Figure 1. Where the registers sit (run 1).
Other sequential cells in the stronger gray, the rest of the logic in the fainter gray.
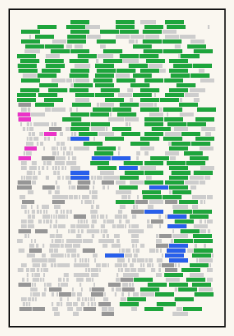
Figure 2. Signal wires on met1 (run 1).
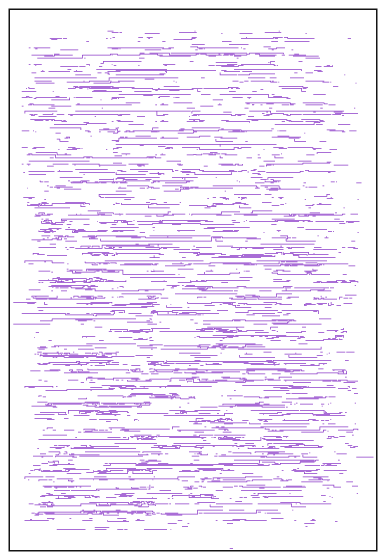
Figure 3. Placement view (run 1).
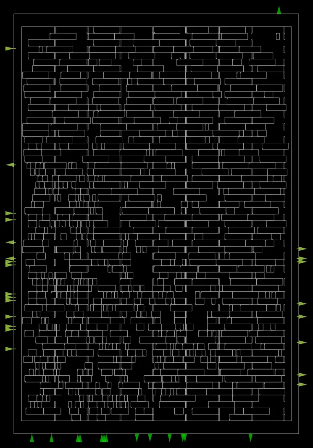
<file path="config.mk">
export PLATFORM = sky130hd
export DESIGN_NAME = relu_maxpool_2x2
export DESIGN_NICKNAME = d
export VERILOG_FILES = /design/src/rtl/cnn_pkg.sv /design/src/rtl/pool_line_buf.sv /design/src/rtl/relu_maxpool_2x2.sv
export SDC_FILE = /design/constraint.sdc
export NUM_CORES = 1
export LEC_CHECK = 0
export CELL_PAD_IN_SITES_DETAIL_PLACEMENT = 0
export CELL_PAD_IN_SITES_GLOBAL_PLACEMENT = 1
export CORE_ASPECT_RATIO = 1.5
export CORE_MARGIN = 3
export CORE_UTILIZATION = 52
export CTS_CLUSTER_SIZE = 25
export DETAILED_ROUTE_END_ITERATION = 10
export GPL_ROUTABILITY_DRIVEN = 0
export PLACE_DENSITY_LB_ADDON = 0.05
export SETUP_SLACK_MARGIN = 0.5
export SYNTH_ARGS = -nofsm -noshare
export SYNTH_HDL_FRONTEND = slang
export SYNTH_SLANG_ARGS = --single-unit
export TNS_END_PERCENT = 10
</file>
<file path="constraint.sdc">
create_clock -name clk -period 6.16 [get_ports clk]
set_clock_uncertainty 0.2 [all_clocks]
set_input_delay 1.232 -clock clk [delete_from_list [all_inputs] [get_ports clk]]
set_output_delay 1.232 -clock clk [all_outputs]
set_load 0.02 [all_outputs]
</file>
<file path="src/rtl/cnn_pkg.sv">
// Shared CNN datapath types and helpers reused across layers.
package cnn_pkg;

    localparam int unsigned DATA_W = 16;

    typedef logic signed [DATA_W-1:0] sample_t;

    // Rectify: negative samples clamp to zero.
    function automatic sample_t relu(input sample_t x);
        return x[DATA_W-1] ? sample_t'(0) : x;
    endfunction

    // Signed maximum of two samples.
    function automatic sample_t max2(input sample_t a, input sample_t b);
        return (a > b) ? a : b;
    endfunction

endpackage

</file>
<file path="src/rtl/pool_line_buf.sv">
// Half-row line buffer: one write port, one synchronous read port with held data.
module pool_line_buf #(
    parameter int unsigned WIDTH  = 16,
    parameter int unsigned DEPTH  = 12,
    parameter int unsigned ADDR_W = 4
) (
    input  logic              clk,
    input  logic              wr_en,
    input  logic [ADDR_W-1:0] wr_addr,
    input  logic [WIDTH-1:0]  wr_data,
    input  logic              rd_en,
    input  logic [ADDR_W-1:0] rd_addr,
    output logic [WIDTH-1:0]  rd_data
);

    logic [WIDTH-1:0] mem [DEPTH];

    // Storage write; contents need no reset since every even row rewrites them.
    always_ff @(posedge clk) begin
        if (wr_en) begin
            mem[wr_addr] <= wr_data;
        end
    end

    // Registered read; data holds until the next read so gaps are tolerated.
    always_ff @(posedge clk) begin
        if (rd_en) begin
            rd_data <= mem[rd_addr];
        end
    end

endmodule

</file>
<file path="src/rtl/relu_maxpool_2x2.sv">
// Streaming ReLU + 2x2/stride-2 max-pool over a raster-ordered conv stream.
module relu_maxpool_2x2 #(
    parameter int unsigned DATA_W = 16,
    parameter int unsigned IMG_W  = 24,
    parameter int unsigned IMG_H  = 24
) (
    input  logic              clk,
    input  logic              rst,
    input  logic              in_valid,
    input  logic [DATA_W-1:0] in_data,
    output logic              out_valid,
    output logic [DATA_W-1:0] out_data,
    output logic              frame_done
);
    import cnn_pkg::*;

    localparam int unsigned HALF_W = IMG_W / 2;
    localparam int unsigned COL_W  = (IMG_W > 2) ? $clog2(IMG_W) : 1;
    localparam int unsigned ROW_W  = (IMG_H > 2) ? $clog2(IMG_H) : 1;
    localparam int unsigned ADDR_W = (HALF_W > 2) ? $clog2(HALF_W) : 1;

    // Reject geometries the pooling window cannot tile.
    if ((IMG_W % 2) != 0 || IMG_W < 2) begin : g_bad_img_w
        $error("relu_maxpool_2x2: IMG_W must be even and >= 2");
    end
    if ((IMG_H % 2) != 0 || IMG_H < 2) begin : g_bad_img_h
        $error("relu_maxpool_2x2: IMG_H must be even and >= 2");
    end
    if (DATA_W != $bits(sample_t)) begin : g_bad_data_w
        $error("relu_maxpool_2x2: DATA_W must match cnn_pkg sample width");
    end

    logic [COL_W-1:0]  col;
    logic [ROW_W-1:0]  row;
    sample_t           h_reg;
    sample_t           r_c;
    sample_t           hmax_c;
    sample_t           lb_rd_data;
    logic              col_last_c;
    logic              row_last_c;
    logic              lb_wr_c;
    logic              lb_rd_c;
    logic [ADDR_W-1:0] lb_addr_c;

    // Rectified sample, horizontal pair max and line-buffer controls.
    always_comb begin
        r_c        = relu(sample_t'(in_data));
        hmax_c     = max2(h_reg, r_c);
        col_last_c = (col == COL_W'(IMG_W - 1));
        row_last_c = (row == ROW_W'(IMG_H - 1));
        lb_wr_c    = in_valid && !rst && col[0] && !row[0];
        lb_rd_c    = in_valid && !rst && !col[0] && row[0];
        lb_addr_c  = ADDR_W'(col >> 1);
    end

    pool_line_buf #(
        .WIDTH  (DATA_W),
        .DEPTH  (HALF_W),
        .ADDR_W (ADDR_W)
    ) u_line_buf (
        .clk     (clk),
        .wr_en   (lb_wr_c),
        .wr_addr (lb_addr_c),
        .wr_data (hmax_c),
        .rd_en   (lb_rd_c),
        .rd_addr (lb_addr_c),
        .rd_data (lb_rd_data)
    );

    // Raster position counters, advanced per accepted pixel.
    always_ff @(posedge clk) begin
        if (rst) begin
            col <= '0;
            row <= '0;
        end else if (in_valid) begin
            if (col_last_c) begin
                col <= '0;
                row <= row_last_c ? '0 : row + ROW_W'(1);
            end else begin
                col <= col + COL_W'(1);
            end
        end
    end

    // Left pixel of each horizontal pair.
    always_ff @(posedge clk) begin
        if (rst) begin
            h_reg <= '0;
        end else if (in_valid && !col[0]) begin
            h_reg <= r_c;
        end
    end

    // Pooled output on the bottom-right pixel of each window.
    always_ff @(posedge clk) begin
        if (rst) begin
            out_valid  <= 1'b0;
            out_data   <= '0;
            frame_done <= 1'b0;
        end else begin
            out_valid  <= 1'b0;
            frame_done <= 1'b0;
            if (in_valid && col[0] && row[0]) begin
                out_valid  <= 1'b1;
                out_data   <= max2(lb_rd_data, hmax_c);
                frame_done <= col_last_c && row_last_c;
            end
        end
    end

endmodule

</file>
==> flow_summary.ini, run 1 <==
; yosys + openroad results
[status]
outcome = finished clean

[power]
seq_power_share_pct = 53.8
powerDensity_mw_per_mm2 = 282
p_sw_w = 0.000748
power_frac_comb_pct = 7.9
total_power_w = 0.00331
clkPwrFrac_pct = 38.3
p_clk_w = 0.00127
irDropWorstVdd_mv = 0.252
p_leak_nw = 3.90
intPower_w = 0.00256
comb_cell_power_w = 0.000263

[synth]
yosys.stat.seqShare_pct = 66.2
synthCells = 676
synth_area_per_cell_um2 = 15.0
async_reset_ff_share_pct = 0
synth.distinct_cells = 50
syn_area_mm2 = 0.0101
ff_type = edfxtp_1
synth_top_cell_by_area = edfxtp_1
ys_sh_mux_pct = 13.2
yosysMostFrequentCell = edfxtp_1
ys_sh_aoi_pct = 6.03
synth_top_area_share_pct = 57.9
yosysChipArea_mm2 = 0.0101
xor_share_pct = 0.346
synthTopCellsByCount = edfxtp_1 (195), nand2_1 (84), mux4_2 (45)

[clock_tree]
clkLatencyLatePin_ns = 0.51
clock_path_buffers = 3
h-tree-depth = 1
cts_made_buffers = 22
cts.clk_slew.worst_paths_ns = 0.07
numClockSinks = 237
post_cts_resized = 0
post_cts_buffers = 0
cts_tree = built

[finish]
drive_above_1_share_pct = 21.1
flops = 237
comb_area_mm2 = 0.00323
largest_reg_flops = 180
num-multi-input-gates = 370
comb_share_pct = 27.5
largest_class = sequential cells
lay_top_cells = edfxtp_1 (195), nand2_1 (84), mux4_2 (45)
largest_register = u_line_buf.mem
nNetsFinal = 787
area_growth_pct = 16.1
diodes = 0
buffers_excl_clock = 69
final-clk-cell-share_pct = 5.76
fin_cells = 1005
layout_top_cell = edfxtp_1
num-clock-buffers = 26

[setup_path]
crit_chain = clkdlybuf4s50_1 -> buf_6 -> nor2b_2 -> inv_2 -> ha_4 -> nand4_1 -> nor4_4 -> o21ai_2 -> a21oi_4 -> buf_12 -> nand2_1 -> o21ai_2 -> inv_1 -> ha_1 -> a21o_1 -> a21o_1 -> a21o_1 -> a21oi_2 -> o2111ai_2 -> a22oi_4 -> clkbuf_16 -> mux2i_1 -> o21ai_1
crit_end = out_data[5]
rrSetupSlack_ns = 1.96
timing_worst_setup_path_type = input pin to flip-flop
r2r-end = out_data[5]
crit_buf_inv = 6
cp_common_cell = a21o_1
crit_fanout = 15
cp_top_family = AND-OR/OR-AND gates
crit_arrival_ns = 5.55
ff2ff_path_depth = 19
crit_path_end_kind = flip-flop
cp.required_ns = 6.34
cpPeakStageDelay_ns = 0.41
rr_startpoint = h_reg[6]
crit_slowest_cell = clkdlybuf4s50_1
start_kind = input pin

[routing]
wl_met3_um = 953
wl_met2_um = 11400
drt_iter0_drc = 482
wirelength_um = 21700
vias = 5736
viasPerCell = 5.71
wl_per_cell_um = 21.6
ant_nets = 0
drc = 0

[global_routing]
met1_usage_pct = 27.4
grtUsageTotal_pct = 20.9
use_met3_pct = 2.43
antenna_found_initial = 0
overflow = 0
grt_pass1_wl_um = 33600
grt_use_met2_pct = 37.5
grt_max_degree = 52

[final_timing]
worstMarginPinSlew_ns = 1.10
setup_ws_ns = 0.788
fin_setup_tns_ns = 0
relSlewSlack_pct = 26.2
drv_slew = 0
rsz0062_at_grt = false
hold_viol_final = 0
period_used_pct = 87.2
max_freq_mhz = 186
min_period_ns = 5.37

[placement]
place_ws_ns = 0.0903
portBuffers = 35
dp_hpwl_um = 14200
place_area_mm2 = 0.0109
placedCellCount = 959

[min_path]
whs_endpoint = out_data[13]
worstHoldStart = out_data[13]
hold_depth = 2

[floorplan]
row_count = 61
tap_cells = 252
die_h_um = 177
die_x_um = 120
fp_util_pct = 53.6
die_area_mm2 = 0.0212

[run]
tool_warnings = 26
maxCapViolCount = 0
Back to the opening pictures, Figure 1:
[blue] `u_line_buf.rd_data` | flops: 15
[green] `u_line_buf.mem` | flops: 180 | where: all over the die
[magenta] `row` | flops: 5 | where: west
Flop area: 0.00670 mm2
Final Util: 62.3%
Sequential Power: 0.00178 W
flop share of the area: 57.1%

Back to the opening pictures, Figure 2:
wire length on this layer: 8,940 um
nets with wire on the layer: 744
longest straight run: 52.4 um

Back to the opening pictures, Figure 3:
Core Box Area: 0.0189 mm2
FILL cells: 1,453

==> inputs of run 2 (changes only) <==
--- a/config.mk
+++ b/config.mk
@@ -5,6 +5,7 @@
 export SDC_FILE = /design/constraint.sdc
 export NUM_CORES = 1
 export LEC_CHECK = 0
+export CAP_MARGIN = 20
 export CELL_PAD_IN_SITES_DETAIL_PLACEMENT = 0
 export CELL_PAD_IN_SITES_GLOBAL_PLACEMENT = 1
 export CORE_ASPECT_RATIO = 1.5
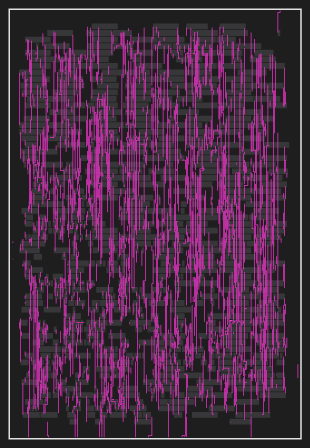
Figure 4: run 2, the metal 2 layer.
Cells faint in the background.
longest straight run: 80.6 um
wire length on this layer: 11,500 um
nets with wire on the layer: 687
share of all routed wire: 53%
WL final: 21,800 um
met2 Usage GRT: 37.5%
via count: 5,736

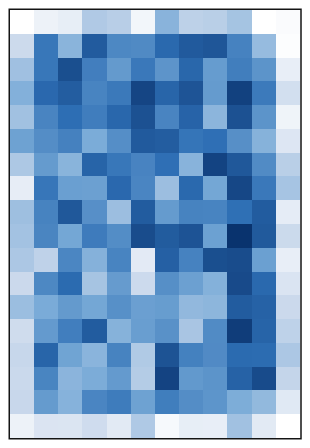
Figure 5: run 2, cell area per tile.
12 x 18 tiles, from white (low) to dark blue (high), 0 to 100% covered.
fullest tile: 99%
nearly empty tiles: 1.9%
mean over tiles: 54%
Final Util: 62.5%
Init Core Util: 53.6%

==> run 2 against run 1 <==
  * Routed wire length is 0.37% higher
  * Global-route usage stayed put
  * Clock power barely moved
  * Maximum frequency barely moved
  * Total power up 0.21%
  * First-iteration DRC count is 6.0% lower
  * Critical path type unchanged
  * Largest cell class unchanged
==> flow_summary.ini, run 2 <==
; yosys + openroad results
[status]
outcome = finished clean

[finish]
largest_class = sequential cells
comb_area_mm2 = 0.00323
final-clk-cell-share_pct = 5.73
lay_top_cells = edfxtp_1 (195), nand2_1 (84), mux4_2 (45)
num-clock-buffers = 26
diodes = 0
num-multi-input-gates = 370
buffers_excl_clock = 72
largest_reg_flops = 180
flops = 237
inverters = 37
design_area_mm2 = 0.0118
seq_share_pct = 56.9
largest_register = u_line_buf.mem
flop_area_mm2 = 0.00670
nNetsFinal = 790
area_growth_pct = 16.6
drive_above_1_share_pct = 21.4
comb_share_pct = 27.4
fin_cells = 1008
buf_share_pct = 6.13
fillCellCount = 1449
layout_top_cell = edfxtp_1

[setup_path]
start_kind = input pin
rr_startpoint = h_reg[7]
crit_arrival_ns = 5.56
crit_fanout = 15
crit_buf_inv = 6
cp_common_cell = a21o_1
crit_path_end_kind = flip-flop
crit_slowest_cell = clkdlybuf4s50_1
r2r-end = out_data[12]
timing_worst_setup_path_type = input pin to flip-flop
rrSetupSlack_ns = 1.96
ff2ff_path_depth = 19
cp_top_family = AND-OR/OR-AND gates
cpPeakStageDelay_ns = 0.41
cp.required_ns = 6.35
crit_end = out_data[12]
crit_chain = clkdlybuf4s50_1 -> buf_6 -> nor2b_2 -> inv_2 -> ha_4 -> nand4_1 -> nor4_4 -> o21ai_2 -> a21oi_4 -> buf_12 -> nand2_1 -> o21ai_2 -> inv_1 -> ha_1 -> a21o_1 -> a21o_1 -> a21o_1 -> a21oi_2 -> o2111ai_2 -> a22oi_4 -> clkbuf_16 -> mux2i_1 -> o21ai_1
startpoint = in_data[15]

[synth]
syn_area_mm2 = 0.0101
synth_top_cell_by_area = edfxtp_1
synthSimpleGateAreaFrac_pct = 7.44
yosysMostFrequentCell = edfxtp_1
synth.logic.top_family = multiplexers
synthCells = 676
ys_sh_adder_pct = 3.84
synth.distinct_cells = 50
synth_area_per_cell_um2 = 15.0
ys_ff = 237
ys_sh_aoi_pct = 6.03
ys_cells = 676
edf_count = 195
synth_top_area_share_pct = 57.9
xor_share_pct = 0.346
yosys.stat.seqShare_pct = 66.2
yosysChipArea_mm2 = 0.0101
yosysWarningCount = 0
topCellsByArea = edfxtp_1 (58%), mux4_2 (10%), dfxtp_1 (8.3%), ha_1 (3.8%), nand2_1 (3.1%)
ys_sh_mux_pct = 13.2
async_reset_ff_share_pct = 0
synthTopCellsByCount = edfxtp_1 (195), nand2_1 (84), mux4_2 (45)
ff_type = edfxtp_1
fp_nets = 726

[routing]
wl_met1_um = 9080
ant_nets = 0
viasPerCell = 5.69
wl_met2_um = 11500
drc = 0
wl_met3_um = 803
highest_layer = met4
wl_per_cell_um = 21.6
drt_iter0_drc = 453

[min_path]
whs_endpoint = out_data[13]
worstHoldStart = out_data[13]
hold_class = flip-flop to flip-flop
hold_depth = 2

[placement]
place_ws_ns = 0.0903
dp_hpwl_um = 14200
placedCellCount = 959
portBuffers = 35
place_area_mm2 = 0.0109

[global_routing]
use_met3_pct = 2.43
antenna_found_initial = 0
grt_max_degree = 52
overflow = 0
grtUsageTotal_pct = 20.9
grt_pass1_wl_um = 33600
busiest_layer = met2

[final_timing]
drv_slew = 0
hold_slack_ns = 0.256
hold_viol_final = 0
setup_ws_ns = 0.784
rsz0062_at_grt = false
max_freq_mhz = 186
period_used_pct = 87.3
fin_setup_tns_ns = 0
setup_viol = 0
worstMarginPinSlew_ns = 1.12
min_period_ns = 5.38
relSlewSlack_pct = 24.9

[clock_tree]
hold_buffers = 0
clock_path_buffers = 3
cts_made_buffers = 22
clockRootBuffer = clkbuf_16
clkLatencyLatePin_ns = 0.51
cts.clk_slew.worst_paths_ns = 0.07
h-tree-depth = 1
post_cts_resized = 0
numClockSinks = 237
cts_tree = built
post_cts_buffers = 0

[floorplan]
row_count = 61
die_h_um = 177
core_area_mm2 = 0.0189
ios = 37
die_area_mm2 = 0.0212
tap_cells = 252
die_x_um = 120

[power]
intPower_w = 0.00257
p_leak_nw = 3.93
power_frac_comb_pct = 8.4
p_seq_w = 0.00177
swShare_pct = 22.6
p_clk_w = 0.00127
comb_cell_power_w = 0.000279
total_power_w = 0.00332
p_sw_w = 0.000750
top_power_group = sequential cells
irDropWorstVdd_mv = 0.251
powerDensity_mw_per_mm2 = 281
seq_power_share_pct = 53.4
clkPwrFrac_pct = 38.2

[run]
maxCapViolCount = 0
tool_warnings = 26
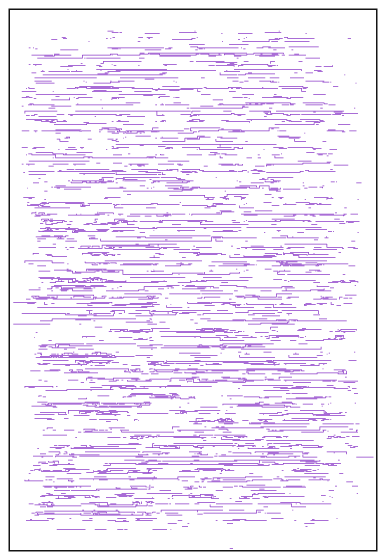
Figure 6: run 2, signal wires on met1.
main direction: horizontal
nets with wire on the layer: 748
share of all routed wire: 42%
grt met1 use: 27.4%

Power figures rest on the tool's default switching activity, not on a simulated workload.
